Figure 1. Congestion heat map.
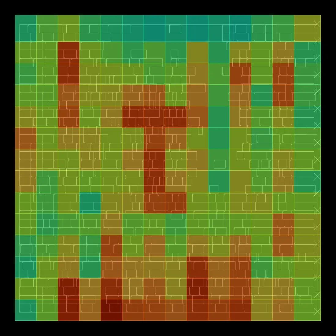
Figure 2. Floorplan with the power grid.
Scale: 4 px per um. Pins as bars on the die edge.
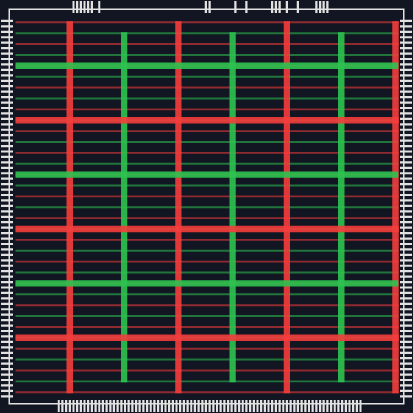
Figure 3. Clock distribution.
Scale: 6 px per um.
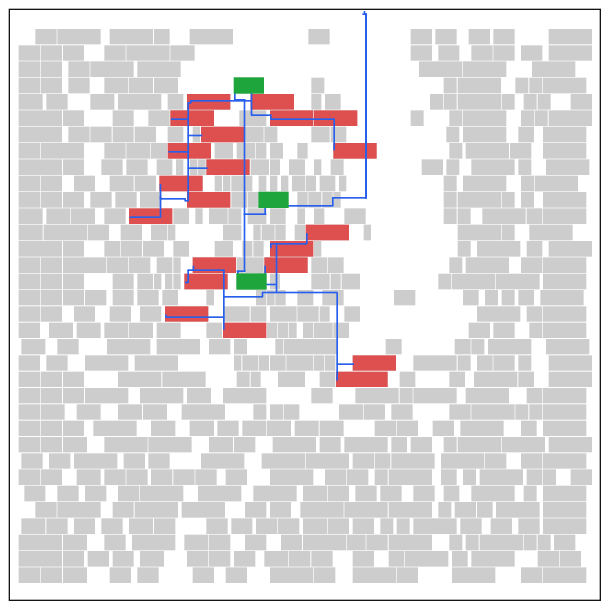
Figure 4. Signal wires on met4.
Scale: 4 px per um.
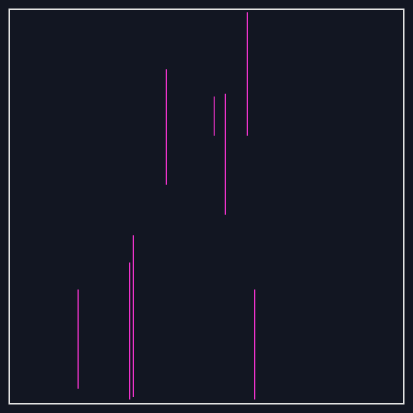
[src/rtl/cache_axi_arbiter.sv]
// Arbitrates I-cache and D-cache AXI read requests onto one shared AR/R port.
// One burst outstanding at a time; fixed D priority or round-robin on ties.
module cache_axi_arbiter #(
  parameter int D_PRIORITY = 1
) (
  input  logic        clk,
  input  logic        rst,
  input  logic [31:0] i_araddr,
  input  logic [7:0]  i_arlen,
  input  logic [1:0]  i_arburst,
  input  logic        i_arvalid,
  output logic        i_arready,
  output logic [31:0] i_rdata,
  output logic        i_rvalid,
  output logic        i_rlast,
  input  logic        i_rready,
  input  logic [31:0] d_araddr,
  input  logic [7:0]  d_arlen,
  input  logic [1:0]  d_arburst,
  input  logic        d_arvalid,
  output logic        d_arready,
  output logic [31:0] d_rdata,
  output logic        d_rvalid,
  output logic        d_rlast,
  input  logic        d_rready,
  output logic [31:0] m_araddr,
  output logic [7:0]  m_arlen,
  output logic [1:0]  m_arburst,
  output logic        m_arvalid,
  input  logic        m_arready,
  input  logic [31:0] m_rdata,
  input  logic        m_rvalid,
  input  logic        m_rlast,
  output logic        m_rready,
  output logic [1:0]  grant,
  output logic        busy,
  output logic        proto_err
);

  typedef enum logic [1:0] {
    IDLE,
    ADDR,
    DATA
  } state_t;

  state_t      state;
  logic        last_d;
  logic [7:0]  len_reg;
  logic [7:0]  beat_cnt;

  logic        gi;
  logic        gd;
  logic        in_addr;
  logic        in_data;
  logic        sel_arvalid;
  logic        pick_d;
  logic        beat;

  assign gi      = grant[0];
  assign gd      = grant[1];
  assign in_addr = (state == ADDR);
  assign in_data = (state == DATA);
  assign busy    = (state != IDLE);

  // On a tie, round-robin favours whichever port was not served last
  always_comb begin
    pick_d = d_arvalid;
    if (i_arvalid && d_arvalid) begin
      pick_d = (D_PRIORITY != 0) ? 1'b1 : !last_d;
    end
  end

  assign sel_arvalid = gd ? d_arvalid : i_arvalid;

  assign m_arvalid = in_addr & sel_arvalid;
  assign m_araddr  = !in_addr ? 32'd0 : (gd ? d_araddr : i_araddr);
  assign m_arlen   = !in_addr ? 8'd0 : (gd ? d_arlen : i_arlen);
  assign m_arburst = !in_addr ? 2'd0 : (gd ? d_arburst : i_arburst);
  assign i_arready = in_addr & gi & m_arready;
  assign d_arready = in_addr & gd & m_arready;

  assign m_rready = in_data & (gd ? d_rready : i_rready);
  assign i_rvalid = in_data & gi & m_rvalid;
  assign i_rlast  = in_data & gi & m_rlast;
  assign i_rdata  = (in_data & gi) ? m_rdata : 32'd0;
  assign d_rvalid = in_data & gd & m_rvalid;
  assign d_rlast  = in_data & gd & m_rlast;
  assign d_rdata  = (in_data & gd) ? m_rdata : 32'd0;

  assign beat = m_rvalid & m_rready;

  always_ff @(posedge clk) begin
    if (rst) begin
      state     <= IDLE;
      grant     <= 2'b00;
      last_d    <= 1'b1;
      len_reg   <= 8'd0;
      beat_cnt  <= 8'd0;
      proto_err <= 1'b0;
    end else begin
      unique case (state)
        IDLE: begin
          if (i_arvalid || d_arvalid) begin
            grant    <= pick_d ? 2'b10 : 2'b01;
            len_reg  <= pick_d ? d_arlen : i_arlen;
            beat_cnt <= 8'd0;
            state    <= ADDR;
          end
        end
        ADDR: begin
          if (!sel_arvalid) begin
            grant <= 2'b00;
            state <= IDLE;
          end else if (m_arready) begin
            state <= DATA;
          end
        end
        DATA: begin
          if (beat) begin
            beat_cnt <= beat_cnt + 8'd1;
            if (m_rlast != (beat_cnt == len_reg)) begin
              proto_err <= 1'b1;
            end
            if (m_rlast) begin
              last_d <= grant[1];
              grant  <= 2'b00;
              state  <= IDLE;
            end
          end
        end
        default: state <= IDLE;
      endcase
    end
  end

endmodule
[config.mk]
export PLATFORM = sky130hd
export DESIGN_NAME = cache_axi_arbiter
export DESIGN_NICKNAME = d
export VERILOG_FILES = /design/src/rtl/cache_axi_arbiter.sv
export SDC_FILE = /design/constraint.sdc
export NUM_CORES = 1
export LEC_CHECK = 0
export CAP_MARGIN = 0
export CORE_UTILIZATION = 25
export CTS_BUF_LIST = sky130_fd_sc_hd__clkbuf_8
export DETAILED_ROUTE_END_ITERATION = 7
export PLACE_DENSITY = 0.75
export SYNTH_ARGS = -nofsm -noshare
export SYNTH_HDL_FRONTEND = slang
export SYNTH_SLANG_ARGS = --single-unit
[constraint.sdc]
create_clock -name clk -period 2.8 [get_ports clk]
set_clock_uncertainty 0.1 [all_clocks]
set_input_delay 0.56 -clock clk [delete_from_list [all_inputs] [get_ports clk]]
set_output_delay 0.56 -clock clk [all_outputs]
set_load 0.1 [all_outputs]
==> impl_metrics.csv <==
group,metric,value,unit
setup_path,r2r_end,"grant[1]$_SDFFE_PP0P_",
drt,met2_wirelength,6060,um
synthesis,numSynthFlops,21,
setup_path,rr_startpoint,"state[0]$_SDFFE_PP0P_",
synthesis,synth_top_cell_by_count,"and3_1",
clock_tree,cts_htree_levels,1,
global_routing,grt_pass1_vias,3428,
global_routing,grt-busiest-layer,"met2",
clock_tree,clk_pin_slew,0.08,ns
setup_path,critPathLaunch,"grant[1]$_SDFFE_PP0P_",
setup_path,cpMaxStageDelayCell,"mux2i_1",
placement,placed_area,6370,um^2
die,die.size.y,98.3,um
setup_path,crit_fanout,26,
timing,rsz0062_at_grt,"no",
die,core.rowCount,34,
die,coreArea,8850,um^2
drt,avgViaCountPerCell,5.01,
placement,port_buffers,242,
placement,post-place-ws,0.237,ns
timing,max_freq,0.384,GHz
setup_path,worst-path-stages,3,
timing,fin_crit_sh,93.0,%
min_path,hold_start,"beat_cnt[7]$_SDFFE_PP0P_",
cells_and_area,layout-drive-gt1-share,36.4,%
synthesis,top_area_share,23.3,%
cells_and_area,logic_area,2110,um^2
setup_path,r2r_cells,6,
synthesis,synth-seq-area-share,18.1,%
clock_tree,insertion_delay,0.26,ns
cells_and_area,buffers,253,
min_path,holdPathEnd,"beat_cnt[7]$_SDFFE_PP0P_",
setup_path,critPathKind,"flop to primary output",
cells_and_area,layoutNonFillerInstCount,655,
cells_and_area,lay_top_count,"clkdlybuf4s50_1",
drt,vias,3281,
drt,drc,18,
cells_and_area,buffer_area_share,57.4,%
drt,wl_met1,3520,um
setup_path,r2r_slack,0.55,ns
clock_tree,numCtsBuffers,3,
flow_run,cap_violations,0,
timing,slew_headroom,46.5,%
synthesis,synth-simple-area-share,35.6,%
global_routing,grt_antenna_before_repair,0,
cells_and_area,sequential_cell_total,21,
setup_path,cpPeakStageDelay,0.72,ns
cells_and_area,mostFrequentLayoutCells,"clkdlybuf4s50_1, buf_12, mux2i_1, and3_1, nor2_4",
drt,wl_met3,878,um
cells_and_area,ff_latch_area,424,um^2
min_path,hold_class,"flop to flop",
setup_path,required,2.14,ns
clock_tree,postCtsSetupRepairBufs,0,
timing,setup_viol,0,
drt,highest_layer,"met4",
placement,routabilityCongestion,0.872,
setup_path,start_kind,"flop",
timing,setup_tns,0,ns
synthesis,yosysTopAreaCell,"mux2i_1",
synthesis,edf_count,0,
placement,placed_cells,651,
synthesis,ys_types,34,
drt,ant_nets,0,
setup_path,path_cells,"mux2i_1 > nor2b_2 > buf_12",
setup_path,cp-endpoint,"m_rready",
placement,hpwl,9300,um
synthesis,syn_inst,321,
cells_and_area,syn_to_final_growth,177,%
power_and_ir_drop,max-vdd-ir-drop,0.345,mV
cells_and_area,fin_area,6430,um^2
synthesis,synth_chip_area,2320,um^2
clock_tree,root_buffer,"clkbuf_8",
cells_and_area,sh_comb_area,32.8,%
drt,drt_iter0_markers,186,
outcome,status,"finished, violations left",
global_routing,grt_overflow,0,
synthesis,logic_family,"simple AND/OR/NAND/NOR gates",
setup_path,critical_path.top_delay_family,"multiplexers",
min_path,min_path_cells,1,
cells_and_area,sh_seq_area,6.60,%
timing,worst_pin_slew,0.780,ns
cells_and_area,clk_share,0.720,%
synthesis,synth_nets,452,
synthesis,yosys-top-cells-count,"and3_1, nor2_1, mux2i_1, clkbuf_1, dfxtp_1",
synthesis,yosysCellCount,321,
synthesis,syn-cell-area,2320,um^2
cells_and_area,num_antenna_cells,0,
die,taps,108,
drt,firstDrtPassIters,6,
global_routing,grt_pass1_wl,16900,um
die,floorplan.core_util,26.2,%
drt,drt-total-wl,10700,um
die,die-width,98.3,um
timing,hold_viol_final,0,
timing,slew_viol_final,0,
synthesis,mux_share,23.3,%
synthesis,synthArstFlopShare,0,%
synthesis,area_leaders,"mux2i_1, and3_1, dfxtp_1, nor2_1, clkbuf_1",
synthesis,synthAdderAreaFrac,3.24,%
cells_and_area,area_dominant_class,"buffers",
cells_and_area,fillCellCount,639,
power_and_ir_drop,power_density,464,nW/um^2
clock_tree,clockBufferDepth,2,
cells_and_area,clkbuf_count,3,
cells_and_area,comb.multi_input.count,263,
synthesis,ys.flop_type,"dfxtp_1",
synthesis,yosys_warnings,0,
synthesis,xor_area_share,3.02,%
timing,worst_slack,0.195,ns
power_and_ir_drop,leakagePower,0.00260,uW
timing,fin_crit,2.61,ns
setup_path,cp.arrival,1.95,ns
die,num_io_pins,243,
synthesis,aoi_share,10.5,%
outcome,violations,"DRC",
global_routing,grtUsageMet1,20.7,%
cells_and_area,final_net_count,679,
clock_tree,cts_tree,"built",
setup_path,cp-end-kind,"primary output",
clock_tree,cts.sinks,21,
flow_run,warnings,30,
cells_and_area,inverters,6,
setup_path,crit_buf_inv,1,
global_routing,grtUsageMet3,3.72,%
die,dieArea,9660,um^2
global_routing,grt_max_degree,75,
synthesis,avgSynthCellArea,7.22,um^2
## Picture notes: Figure 1
GR Util All Layers: 21.8%
utilization after layout: 72.6%
met2 GRT Util: 46.6%
DR WL/cell: 16.3 um

## Picture notes: Figure 2
Key: VDD = green; VSS = red
The core has 34 rows. 6 straps on met5. 35 met1 rails follow the rows.

## Picture notes: Figure 3
Key: flip-flops = red [count 21]; clock drivers = green [count 3]; clock wires = blue [length 262 um]
There are 4 routed clock nets.

## Picture notes: Figure 4
The layer holds 2.1% of the routed length. The longest straight run is 40.1 um. The wires run mostly vertical. The layer carries 224 um of wire.

==> metrics by stage <==
step	power [uW]	utilization [%]	hold WS, ns
after floorplan	1900	-	0.370
after global placement	2770	72.0	0.388
after detailed placement	2800	72.0	0.399
after CTS	3000	72.5	0.410
after global routing	3100	72.6	0.436
final	2980	72.6	0.409
==> power breakdown <==
part | leakage (uW) | switching (uW) | internal (uW)
combinational | 0.00240 | 1500 | 896
clock | 0.0000255 | 98.7 | 99.2
sequential | 0.000173 | 51.5 | 333
total | 0.00260 | 1660 | 1330
==> timing repair <==
action | 4_1_cts | 5_1_grt
hold buffers | 0 | 0
endpoints found under the hold margin | 0 | 0
resized | 0 | 1
endpoints found under the setup margin | 0 | 69
No activity file was given, so power comes from the tool's default toggle rates.
